congestion.png
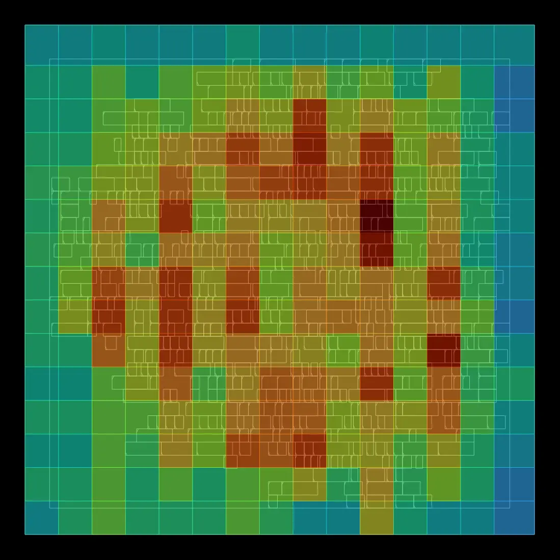
layer_met3.png
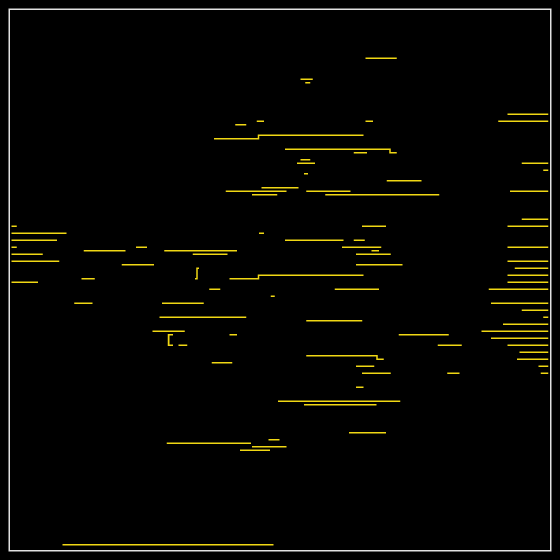
layer_met2.png
Scale bar: 20 um.
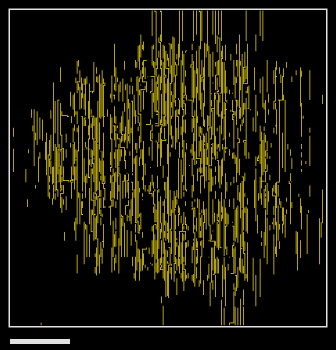
flops_by_reg.png
Scale bar: 20 um. Other sequential cells in the stronger grey, the rest of the logic in the fainter grey.
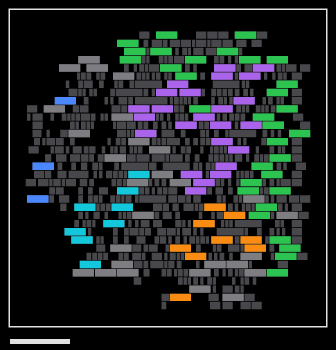
## src/rtl/imem_boot_loader_if.sv

```systemverilog
// Byte-stream loader bus: upstream byte handshake plus instruction-memory write port and core status.
// master: stream source / observer (drives start, byte_in, byte_valid).
// slave:  the loader (drives byte_ready, imem write port, core_rst, done, error).
interface imem_boot_loader_if #(
  parameter int ADDR_W = 8
);
  logic              start;
  logic [7:0]        byte_in;
  logic              byte_valid;
  logic              byte_ready;
  logic              imem_we;
  logic [ADDR_W-1:0] imem_waddr;
  logic [31:0]       imem_wdata;
  logic              core_rst;
  logic              done;
  logic              error;

  modport master (
    output start, byte_in, byte_valid,
    input  byte_ready, imem_we, imem_waddr, imem_wdata, core_rst, done, error
  );

  modport slave (
    input  start, byte_in, byte_valid,
    output byte_ready, imem_we, imem_waddr, imem_wdata, core_rst, done, error
  );
endinterface

```

## src/rtl/imem_boot_loader.sv

```systemverilog
// Boot loader: assembles LE 32-bit words from a length-prefixed, XOR-checksummed byte stream into imem.
// Latency: imem write one cycle after the 4th byte of a word; done/core_rst release one cycle after the checksum byte.
// Backpressure: byte_ready decodes from state only (high in LEN0/LEN1/DATA/CSUM); source may stall indefinitely.
// Ports: i_clk, i_rst (sync, active-high); bus (slave modport): start, byte_in/byte_valid/byte_ready,
//        imem_we/imem_waddr/imem_wdata, core_rst, done, error.
module imem_boot_loader #(
  parameter int IMEM_DEPTH = 256,
  parameter int ADDR_W     = 8
) (
  input  logic               i_clk,
  input  logic               i_rst,
  imem_boot_loader_if.slave  bus
);

  // One extra bit so the counter can represent N == IMEM_DEPTH == 2**ADDR_W.
  localparam int                 CNT_W   = ADDR_W + 1;
  localparam logic [CNT_W-1:0]   CNT_ONE = 1;

  typedef enum logic [2:0] {
    S_IDLE, S_LEN0, S_LEN1, S_DATA, S_CSUM, S_DONE, S_ERR
  } state_t;

  state_t            r_state;
  state_t            w_next;
  logic [7:0]        r_len_lo;
  logic [CNT_W-1:0]  r_len;
  logic [CNT_W-1:0]  r_cnt;
  logic [1:0]        r_idx;
  logic [7:0]        r_xor;
  logic [23:0]       r_word;
  logic              r_we;
  logic [ADDR_W-1:0] r_waddr;
  logic [31:0]       r_wdata;

  logic              w_byte_ready;
  logic              w_acc;
  logic [15:0]       w_len;
  logic              w_len_bad;
  logic [CNT_W-1:0]  w_cnt_inc;
  logic              w_last_word;

  assign w_acc       = bus.byte_valid && w_byte_ready;
  assign w_len       = {bus.byte_in, r_len_lo};
  // Compare in 17 bits so a depth of 65536 would still be representable.
  assign w_len_bad   = (w_len == 16'd0) || ({1'b0, w_len} > 17'(IMEM_DEPTH));
  assign w_cnt_inc   = r_cnt + CNT_ONE;
  assign w_last_word = (w_cnt_inc == r_len);

  // State register
  always_ff @(posedge i_clk) begin
    if (i_rst) begin
      r_state <= S_IDLE;
    end else begin
      r_state <= w_next;
    end
  end

  // Next state and byte_ready; byte_ready is a pure state decode.
  always_comb begin
    w_next       = r_state;
    w_byte_ready = 1'b0;
    case (r_state)
      S_IDLE: begin
        if (bus.start) w_next = S_LEN0;
      end
      S_LEN0: begin
        w_byte_ready = 1'b1;
        if (bus.byte_valid) w_next = S_LEN1;
      end
      S_LEN1: begin
        w_byte_ready = 1'b1;
        if (bus.byte_valid) w_next = w_len_bad ? S_ERR : S_DATA;
      end
      S_DATA: begin
        w_byte_ready = 1'b1;
        if (bus.byte_valid && (r_idx == 2'd3) && w_last_word) w_next = S_CSUM;
      end
      S_CSUM: begin
        w_byte_ready = 1'b1;
        if (bus.byte_valid) w_next = (bus.byte_in == r_xor) ? S_DONE : S_ERR;
      end
      S_DONE: begin
        w_next = S_DONE;
      end
      S_ERR: begin
        if (bus.start) w_next = S_LEN0;
      end
      default: begin
        w_next = S_IDLE;
      end
    endcase
  end

  // Datapath: length, byte assembly, running checksum, write port.
  always_ff @(posedge i_clk) begin
    if (i_rst) begin
      r_len_lo <= 8'd0;
      r_len    <= '0;
      r_cnt    <= '0;
      r_idx    <= 2'd0;
      r_xor    <= 8'd0;
      r_word   <= 24'd0;
      r_we     <= 1'b0;
      r_waddr  <= '0;
      r_wdata  <= 32'd0;
    end else begin
      r_we <= 1'b0;
      case (r_state)
        S_IDLE, S_ERR: begin
          if (bus.start) begin
            r_len_lo <= 8'd0;
            r_len    <= '0;
            r_cnt    <= '0;
            r_idx    <= 2'd0;
            r_xor    <= 8'd0;
          end
        end
        S_LEN0: begin
          if (w_acc) r_len_lo <= bus.byte_in;
        end
        S_LEN1: begin
          // Only meaningful when the length passes the bound check, where it fits CNT_W.
          if (w_acc) r_len <= w_len[CNT_W-1:0];
        end
        S_DATA: begin
          if (w_acc) begin
            r_xor <= r_xor ^ bus.byte_in;
            r_idx <= r_idx + 2'd1;
            case (r_idx)
              2'd0: r_word[7:0]   <= bus.byte_in;
              2'd1: r_word[15:8]  <= bus.byte_in;
              2'd2: r_word[23:16] <= bus.byte_in;
              default: begin
                // Last byte of the word goes straight into the write data.
                r_we    <= 1'b1;
                r_waddr <= r_cnt[ADDR_W-1:0];
                r_wdata <= {bus.byte_in, r_word};
                r_cnt   <= w_cnt_inc;
              end
            endcase
          end
        end
        default: begin
        end
      endcase
    end
  end

  assign bus.byte_ready = w_byte_ready;
  assign bus.imem_we    = r_we;
  assign bus.imem_waddr = r_waddr;
  assign bus.imem_wdata = r_wdata;
  assign bus.done       = (r_state == S_DONE);
  assign bus.error      = (r_state == S_ERR);
  assign bus.core_rst   = (r_state != S_DONE);

endmodule
```

## src/flat_wrapper.sv

```systemverilog
// flat-port wrapper written by rule: the top's interface ports become plain ports
module imem_boot_loader_flat 
#(
  parameter int IMEM_DEPTH = 256,
  parameter int ADDR_W     = 8
)
  (i_clk, i_rst, bus_start, bus_byte_in, bus_byte_valid, bus_byte_ready, bus_imem_we, bus_imem_waddr, bus_imem_wdata, bus_core_rst, bus_done, bus_error);
  imem_boot_loader_if #(.ADDR_W(ADDR_W)) bus_i ();
  input  logic i_clk;
  input  logic i_rst;
  input wire logic [$bits(bus_i.start)-1:0] bus_start;
  input wire logic [$bits(bus_i.byte_in)-1:0] bus_byte_in;
  input wire logic [$bits(bus_i.byte_valid)-1:0] bus_byte_valid;
  output wire logic [$bits(bus_i.byte_ready)-1:0] bus_byte_ready;
  output wire logic [$bits(bus_i.imem_we)-1:0] bus_imem_we;
  output wire logic [$bits(bus_i.imem_waddr)-1:0] bus_imem_waddr;
  output wire logic [$bits(bus_i.imem_wdata)-1:0] bus_imem_wdata;
  output wire logic [$bits(bus_i.core_rst)-1:0] bus_core_rst;
  output wire logic [$bits(bus_i.done)-1:0] bus_done;
  output wire logic [$bits(bus_i.error)-1:0] bus_error;
  assign bus_i.start = bus_start;
  assign bus_i.byte_in = bus_byte_in;
  assign bus_i.byte_valid = bus_byte_valid;
  assign bus_byte_ready = bus_i.byte_ready;
  assign bus_imem_we = bus_i.imem_we;
  assign bus_imem_waddr = bus_i.imem_waddr;
  assign bus_imem_wdata = bus_i.imem_wdata;
  assign bus_core_rst = bus_i.core_rst;
  assign bus_done = bus_i.done;
  assign bus_error = bus_i.error;
  imem_boot_loader #(.IMEM_DEPTH(IMEM_DEPTH), .ADDR_W(ADDR_W)) u_core (.i_clk(i_clk), .i_rst(i_rst), .bus(bus_i));
endmodule
```

## config.mk

```make
export PLATFORM = sky130hd
export DESIGN_NAME = imem_boot_loader_flat
export DESIGN_NICKNAME = d
export VERILOG_FILES = /design/src/rtl/imem_boot_loader_if.sv /design/src/rtl/imem_boot_loader.sv /design/src/flat_wrapper.sv
export SDC_FILE = /design/constraint.sdc
export NUM_CORES = 1
export LEC_CHECK = 0
export CAP_MARGIN = 20
export CORE_MARGIN = 5
export CORE_UTILIZATION = 50
export CTS_BUF_LIST = sky130_fd_sc_hd__clkbuf_16
export DETAILED_ROUTE_END_ITERATION = 8
export HOLD_SLACK_MARGIN = 0.12
export PLACE_DENSITY = 0.84
export SLEW_MARGIN = 20
export SYNTH_ARGS = -nofsm -noshare
export SYNTH_HDL_FRONTEND = slang
export SYNTH_SLANG_ARGS = --single-unit
```

## constraint.sdc

```tcl
create_clock -name i_clk -period 5.5 [get_ports i_clk]
set_input_delay 0.55 -clock i_clk [delete_from_list [all_inputs] [get_ports i_clk]]
set_output_delay 0.55 -clock i_clk [all_outputs]
set_load 0.05 [all_outputs]
```

==> impl_metrics.yaml <==
# yosys + openroad results
place:
  dpl.hpwl_um: 7290
cells_and_area:
  drive_gt1_frac: 0.0420
  fin_nets: 633
  antennaDiodeCount: 0
  clock_area_frac: 0.0553
  stdcell_area_um2: 5310
  comb_area_um2: 2200
  inverters_excl_clock: 5
  buffer_area_frac: 0.110
floorplanning:
  fp_util: 0.514
  io_pins: 57
  fp-row-count: 34
  core_um2: 8760
  fp.dieW_um: 105
critical_path:
  critical_path_class: "input port to flip-flop"
  r2r-start: "u_core.r_state[1]"
  path_cells: "clkdlybuf4s50_1 -> and4b_1 -> buf_4 -> nand2_1 -> nand2_1 -> o21ai_0 -> a21oi_1 -> nor2_1"
  cp.required_ns: 5.69
  endpoint_kind: "flip-flop"
  r2r_cells: 7
  path_common_cell: "nand2_1"
  endpoint: "u_core.r_cnt[7]"
pwr:
  p_sw_frac: 0.303
clock_network:
  cts_setup_buffers: 0
  cts-resized-gates: 0
  htree_num_levels: 3
  cts_buffer_depth: 2
synthesis:
  synth.area.mux_share: 0.00472
  synth_top_cell_by_area: "dfxtp_1"
  ys_cells: 592
  simple_gate_area_frac: 0.263
  aoi_share: 0.159
  synth.ff_latch_count: 104
  yosys.area_share.adder: 0.0167
  syn_avg_cell_area_um2: 7.61
  edf_count: 0
  synth_seq_share: 0.462
  top_cell_area_share: 0.462
  most_common_cell: "nand2_1"
route:
  first_pass_iters: 5
timing:
  relSlewSlack: 0.320
  finalWorstSetupSlack_ns: 2.37
  final_hold_viol_count: 0
  fin_tns_setup_ns: 0
worst_hold_path:
  hold_end: "u_core.bus.imem_wdata[10]"
  min_path_cells: 2
outcome:
  outcome: "complete, no violations"
flow_run:
  maxCapViolCount: 0
-- congestion.png (at the start) --
Avg WL per Cell: 15.1 um
grt met1 use: 0.259
gr usage total: 0.198
Util after Layout: 0.606
M2 GR Usage: 0.327

-- layer_met3.png (at the start) --
share of all routed wire: 6.0%
longest straight run: 40.7 um
main direction: horizontal
nets with wire on the layer: 71
wire length on this layer: 659 um

-- layer_met2.png (at the start) --
main direction: vertical
nets with wire on the layer: 508
wire length on this layer: 5500 um

-- flops_by_reg.png (at the start) --
[blue] `u_core.r_state` | flops: 3
[cyan] `u_core.r_len_lo` | flops: 8
[green] `u_core.bus.imem_wdata` | flops: 32
[orange] `u_core.r_cnt` | flops: 9
[purple] `u_core.r_word` | flops: 24
not coloured: 28
Flop area: 2080 um^2
sequential fraction of total cell area: 0.392

[metal layers]
metal  GRT usage  part of all wire  up-vias
met2       0.327              0.50      143
met5           0                 0        -
met1       0.259              0.42     1956
met4      0.0667             0.024        0
li1            -                 -     2033
met3      0.0382             0.060       24
[worst min-delay path: stages, from the launching register on]
cell     delay, ns
dfxtp_1       0.31
nand2_1       0.05
a21oi_1       0.05
[power groups by stage]
stage	clock (mW)	sequential, mW	combinational, mW
4_1_cts	0.640	0.813	0.342
3_5_place_dp	0	0.830	0.339
2_1_floorplan	0	0.805	0.295
6_report	0.633	0.814	0.343
5_1_grt	0.673	0.820	0.377
3_3_place_gp	0	0.828	0.328
Power figures rest on the tool's default switching activity, not on a simulated workload.
